run_1/metal_stack.png
Only two layers are drawn.
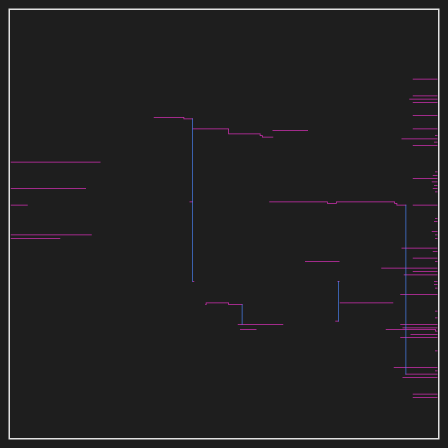
run_1/met1.png
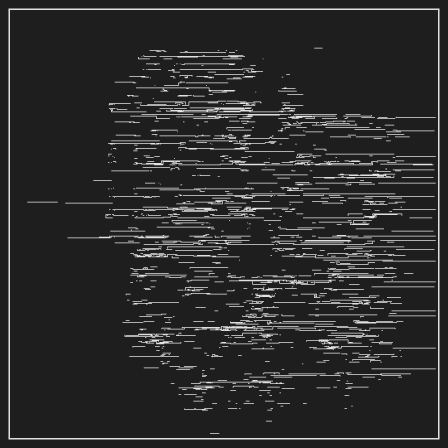
run_1/met2.png
Cells faint in the background.
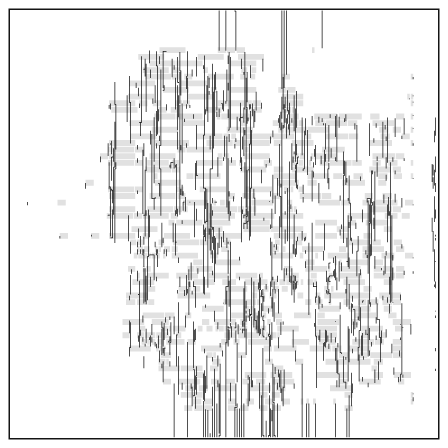
Design uart_host_seq, sky130hd; sources not shown.
==> impl_table.tex, run 1 <==
% Auto-generated results table
\begin{tabular}{lr}
\hline
Metric & Value \\
\hline
\multicolumn{2}{l}{\textbf{Outcome}} \\
\quad Run status & completed \\
\multicolumn{2}{l}{\textbf{Floorplan}} \\
\quad Die extent in x & 176 um \\
\quad Full die area & 0.0308 sq mm \\
\quad \# rows & 56 \\
\quad Number of well taps & 319 \\
\multicolumn{2}{l}{\textbf{Cells and area}} \\
\quad Non-clock buffers, area share & 13.1\% \\
\quad Share of cell area taken by flip-flops and latches & 49.6\% \\
\quad Largest register FFs & 64 \\
\quad Count of plain and timing-repair buffers in the layout & 109 \\
\quad Number of clock-tree buffers in the layout & 17 \\
\quad Nets & 591 \\
\quad Area used by sequential logic in the layout & 0.00394 sq mm \\
\quad Number of non-clock inverters & 7 \\
\quad Post-route design area & 0.00793 sq mm \\
\quad Filler cells & 2,385 \\
\quad Most frequent standard cell in the layout excluding fill and tap cells & clkdlybuf4s50\_1 \\
\multicolumn{2}{l}{\textbf{Routing}} \\
\quad Via density per instance & 4.12 \\
\quad DR iter-0 viols & 194 \\
\quad Detailed-router iteration count before antenna repair & 7 \\
\quad Number of antenna-violating nets in the routed design & 0 \\
\quad Top layer used by detailed routing & met4 \\
\quad Detailed-routed wire length on met3 & 685 um \\
\quad Remaining design rule violation count & 0 \\
\multicolumn{2}{l}{\textbf{Worst setup path}} \\
\quad Arrival @ worst endpoint & 2.63 ns \\
\quad Cells traversed along the worst timing path & clkdlybuf4s50\_1 -> and3\_1 -> nand4\_1 -> ha\_2 -> inv\_1 -> ha\_1 -> a21o\_1 -> a21oi\_1 -> xnor2\_1 -> nor2\_1 -> xnor2\_1 \\
\quad CP max stage cell & clkdlybuf4s50\_1 \\
\quad Crit Path Max Fanout & 2 \\
\quad CP endpoint kind & flop \\
\quad Worst EP required & 2.77 ns \\
\quad Most frequent cell on the critical path & xnor2\_1 \\
\quad Kind of cell adding the most delay to the critical path & buffers and inverters \\
\multicolumn{2}{l}{\textbf{Power and ir drop}} \\
\quad Power share of the clock group & 32.9\% \\
\quad Power density over cell area & 942 mW/mm\^{}2 \\
\quad Internal Dissipation & 0.00513 W \\
\quad Final Power & 0.00747 W \\
\quad Flip-flop and latch power & 0.00307 W \\
\multicolumn{2}{l}{\textbf{STA}} \\
\quad Ratio of final minimum period to clock period & 94.8\% \\
\quad Worst Hold Slack & 0.0542 ns \\
\quad PnR worst setup slack & 0.132 ns \\
\quad Tmin final & 2.42 ns \\
\quad Setup repair after global routing missed its margin & no \\
\quad Final hold vios & 0 \\
\multicolumn{2}{l}{\textbf{CTS}} \\
\quad Hold buffer count at cts & 0 \\
\quad Number of sinks driven by the clock tree & 144 \\
\quad Clock root cell & clkbuf\_16 \\
\quad Post-CTS Repair Setup Buffers & 0 \\
\multicolumn{2}{l}{\textbf{Placement}} \\
\quad PortBufs & 74 \\
\quad DP HPWL & 9.51 mm \\
\quad Number of instances in the placed design & 823 \\
\quad Placed Area & 0.00733 sq mm \\
\multicolumn{2}{l}{\textbf{Hold path}} \\
\quad Worst hold path type & in2async \\
\multicolumn{2}{l}{\textbf{Synth}} \\
\quad Most instantiated flip-flop cell in the synthesis netlist & dfrtp\_1 \\
\quad Flip-flops with a built-in enable & 64 \\
\quad Compound-gate portion of the synthesized area & 7.88\% \\
\quad Synthesized-area fraction occupied by and/or/nand/nor cells & 7.71\% \\
\quad Gate count after technology mapping & 414 \\
\quad Average instance area after synthesis & 14.6 sq um \\
\quad List of most frequent post-synthesis cells & dfrtp\_1, edfxtp\_1, mux2\_2, mux2i\_1, nand2\_1 \\
\quad Yosys Instances & 414 \\
\quad Proportion of synthesized chip area in sequential cells & 65.0\% \\
\multicolumn{2}{l}{\textbf{Global routing}} \\
\quad Global-route wire length before repair & 21.4 mm \\
\quad M3 GR Usage & 3.20\% \\
\quad Global route overflow & 0 \\
\hline
\end{tabular}
-- metal_stack.png (at the start) --
Blue marks met4, wire length 161 um. Magenta marks met3, wire length 686 um.
overall routed net length: 13.1 mm
global-route usage over all layers: 8.89%
routed wire length per instance: 15.4 um
via total after detailed routing: 3,526

-- met1.png (at the start) --
The layer carries 6,320 um of wire. 516 nets have wire on it.
met1 layer usage reported by global route: 11.3%

-- met2.png (at the start) --
470 nets have wire on it. The longest straight run is 60.5 um. The layer holds 45% of the routed length.
global routing met2 resource utilization: 13.5%

==> run 2: changes to the inputs <==
Settings changed: HOLD_SLACK_MARGIN from default to 0.02.
run_2/drive_strength.png
Scale bar: 50 um.
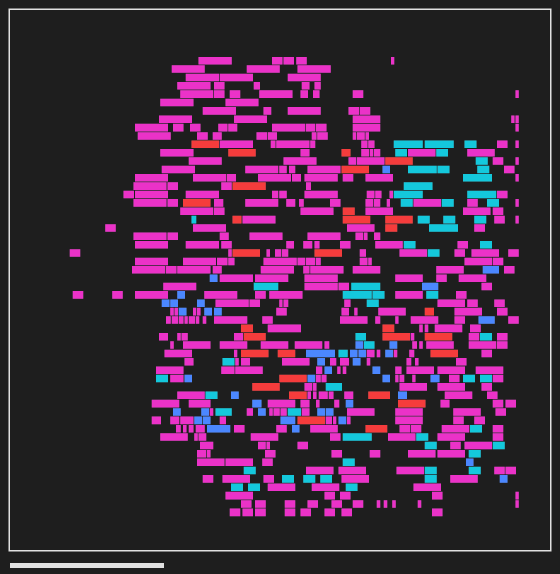
Blue marks drive 3 to 4, cells 43, most used buf_4. Red marks drive 6 and up, cells 30, most used clkbuf_16. Magenta marks drive 1 or less, cells 404, most used clkdlybuf4s50_1. Cyan marks drive 2, cells 59, most used mux2_2.
synthesis-to-layout area growth: 31.0%
count of plain and timing-repair buffers in the layout: 109
PnR worst setup slack: 0.132 ns
post-route design area: 0.00793 sq mm

==> run 2 against run 1 <==
Against the previous run:
- sequential share of layout area unchanged
- critical path depth unchanged
- core utilization unchanged
- hold slack unchanged
- design area unchanged
- die size unchanged
- combinational power about the same
- non-clock buffer count unchanged
- final cell count unchanged
- critical path type unchanged
- largest cell class unchanged
- largest power group unchanged
- highest routed layer unchanged
==> impl_table.tex, run 2 <==
% Auto-generated results table
\begin{tabular}{lr}
\hline
Metric & Value \\
\hline
\multicolumn{2}{l}{\textbf{Outcome}} \\
\quad Run status & completed \\
\multicolumn{2}{l}{\textbf{STA}} \\
\quad Final hold vios & 0 \\
\quad Ratio of final minimum period to clock period & 94.8\% \\
\quad Setup violators final & 0 \\
\quad Tmin final & 2.42 ns \\
\quad Setup repair after global routing missed its margin & no \\
\quad Worst Hold Slack & 0.0542 ns \\
\multicolumn{2}{l}{\textbf{Floorplan}} \\
\quad Number of well taps & 319 \\
\quad \# rows & 56 \\
\quad Die extent in x & 176 um \\
\quad Full die area & 0.0308 sq mm \\
\multicolumn{2}{l}{\textbf{Power and ir drop}} \\
\quad Power density over cell area & 942 mW/mm\^{}2 \\
\quad Final Power & 0.00747 W \\
\quad Power share of the clock group & 32.9\% \\
\quad Pleak & 3.05 nW \\
\quad Share of power burned in combinational logic & 26.0\% \\
\quad Internal Dissipation & 0.00513 W \\
\quad Flip-flop and latch power & 0.00307 W \\
\multicolumn{2}{l}{\textbf{Placement}} \\
\quad Placed Area & 0.00733 sq mm \\
\quad DP HPWL & 9.51 mm \\
\quad Number of instances in the placed design & 823 \\
\quad PortBufs & 74 \\
\quad Minimum setup slack after placement & -0.297 ns \\
\multicolumn{2}{l}{\textbf{Cells and area}} \\
\quad Number of non-clock inverters & 7 \\
\quad Area used by sequential logic in the layout & 0.00394 sq mm \\
\quad Share of cell area taken by flip-flops and latches & 49.6\% \\
\quad Nets & 591 \\
\quad Largest register FFs & 64 \\
\quad Non-clock buffers, area share & 13.1\% \\
\quad Most frequent standard cell in the layout excluding fill and tap cells & clkdlybuf4s50\_1 \\
\quad Filler cells & 2,385 \\
\quad Count of placed standard cells in the final layout, fillers left out & 855 \\
\quad Number of clock-tree buffers in the layout & 17 \\
\quad Utilization after layout & 33.5\% \\
\multicolumn{2}{l}{\textbf{Routing}} \\
\quad Detailed-router iteration count before antenna repair & 7 \\
\quad Remaining design rule violation count & 0 \\
\quad Via density per instance & 4.12 \\
\quad DR iter-0 viols & 194 \\
\quad Routed wire length per instance & 15.4 um \\
\quad Number of antenna-violating nets in the routed design & 0 \\
\quad Via total after detailed routing & 3,526 \\
\quad Detailed-routed wire length on met3 & 685 um \\
\quad Top layer used by detailed routing & met4 \\
\quad Overall routed net length & 13.1 mm \\
\multicolumn{2}{l}{\textbf{Worst setup path}} \\
\quad Cells traversed along the worst timing path & clkdlybuf4s50\_1 -> and3\_1 -> nand4\_1 -> ha\_2 -> inv\_1 -> ha\_1 -> a21o\_1 -> a21oi\_1 -> xnor2\_1 -> nor2\_1 -> xnor2\_1 \\
\quad Crit Path Max Fanout & 2 \\
\quad CP endpoint kind & flop \\
\quad CP max stage cell & clkdlybuf4s50\_1 \\
\quad Worst EP required & 2.77 ns \\
\quad Worst reg2reg setup slack & 0.17 ns \\
\quad Arrival @ worst endpoint & 2.63 ns \\
\quad Depth of the worst register-to-register path & 11 \\
\quad Kind of cell adding the most delay to the critical path & buffers and inverters \\
\quad Most frequent cell on the critical path & xnor2\_1 \\
\multicolumn{2}{l}{\textbf{Synth}} \\
\quad Compound-gate portion of the synthesized area & 7.88\% \\
\quad Gate count after technology mapping & 414 \\
\quad Flip-flops with a built-in enable & 64 \\
\quad Adder-cell share of the synthesized area & 1.36\% \\
\quad Synthesized-area fraction occupied by and/or/nand/nor cells & 7.71\% \\
\quad Library cell occupying the most area in the post-synthesis netlist & edfxtp\_1 \\
\quad Main combinational cell family by area after synthesis & multiplexers \\
\quad List of most frequent post-synthesis cells & dfrtp\_1, edfxtp\_1, mux2\_2, mux2i\_1, nand2\_1 \\
\quad Average instance area after synthesis & 14.6 sq um \\
\quad Proportion of synthesized chip area in sequential cells & 65.0\% \\
\quad Count of cell types in the netlist & 49 \\
\quad Most instantiated flip-flop cell in the synthesis netlist & dfrtp\_1 \\
\quad Yosys Instances & 414 \\
\multicolumn{2}{l}{\textbf{Global routing}} \\
\quad Global-route usage over all layers & 8.89\% \\
\quad Met1 layer usage reported by global route & 11.3\% \\
\quad M3 GR Usage & 3.20\% \\
\quad Global routing met2 resource utilization & 13.5\% \\
\quad Global route overflow & 0 \\
\quad Global-route wire length before repair & 21.4 mm \\
\multicolumn{2}{l}{\textbf{CTS}} \\
\quad Number of sinks driven by the clock tree & 144 \\
\quad H-tree lvl count & 4 \\
\quad Resize count post-CTS & 0 \\
\quad Clock root cell & clkbuf\_16 \\
\quad Late-Pin Clk Latency & 0.42 ns \\
\quad Clock-pin slew on the worst setup and hold paths & 0.07 ns \\
\quad Hold buffer count at cts & 0 \\
\quad Post-CTS Repair Setup Buffers & 0 \\
\quad Worst-case clock buffer depth & 2 \\
\multicolumn{2}{l}{\textbf{Flow run}} \\
\quad Max\_cap viols & 0 \\
\multicolumn{2}{l}{\textbf{Hold path}} \\
\quad Worst hold path type & in2async \\
\hline
\end{tabular}
Power and IR drop assume default switching activity.
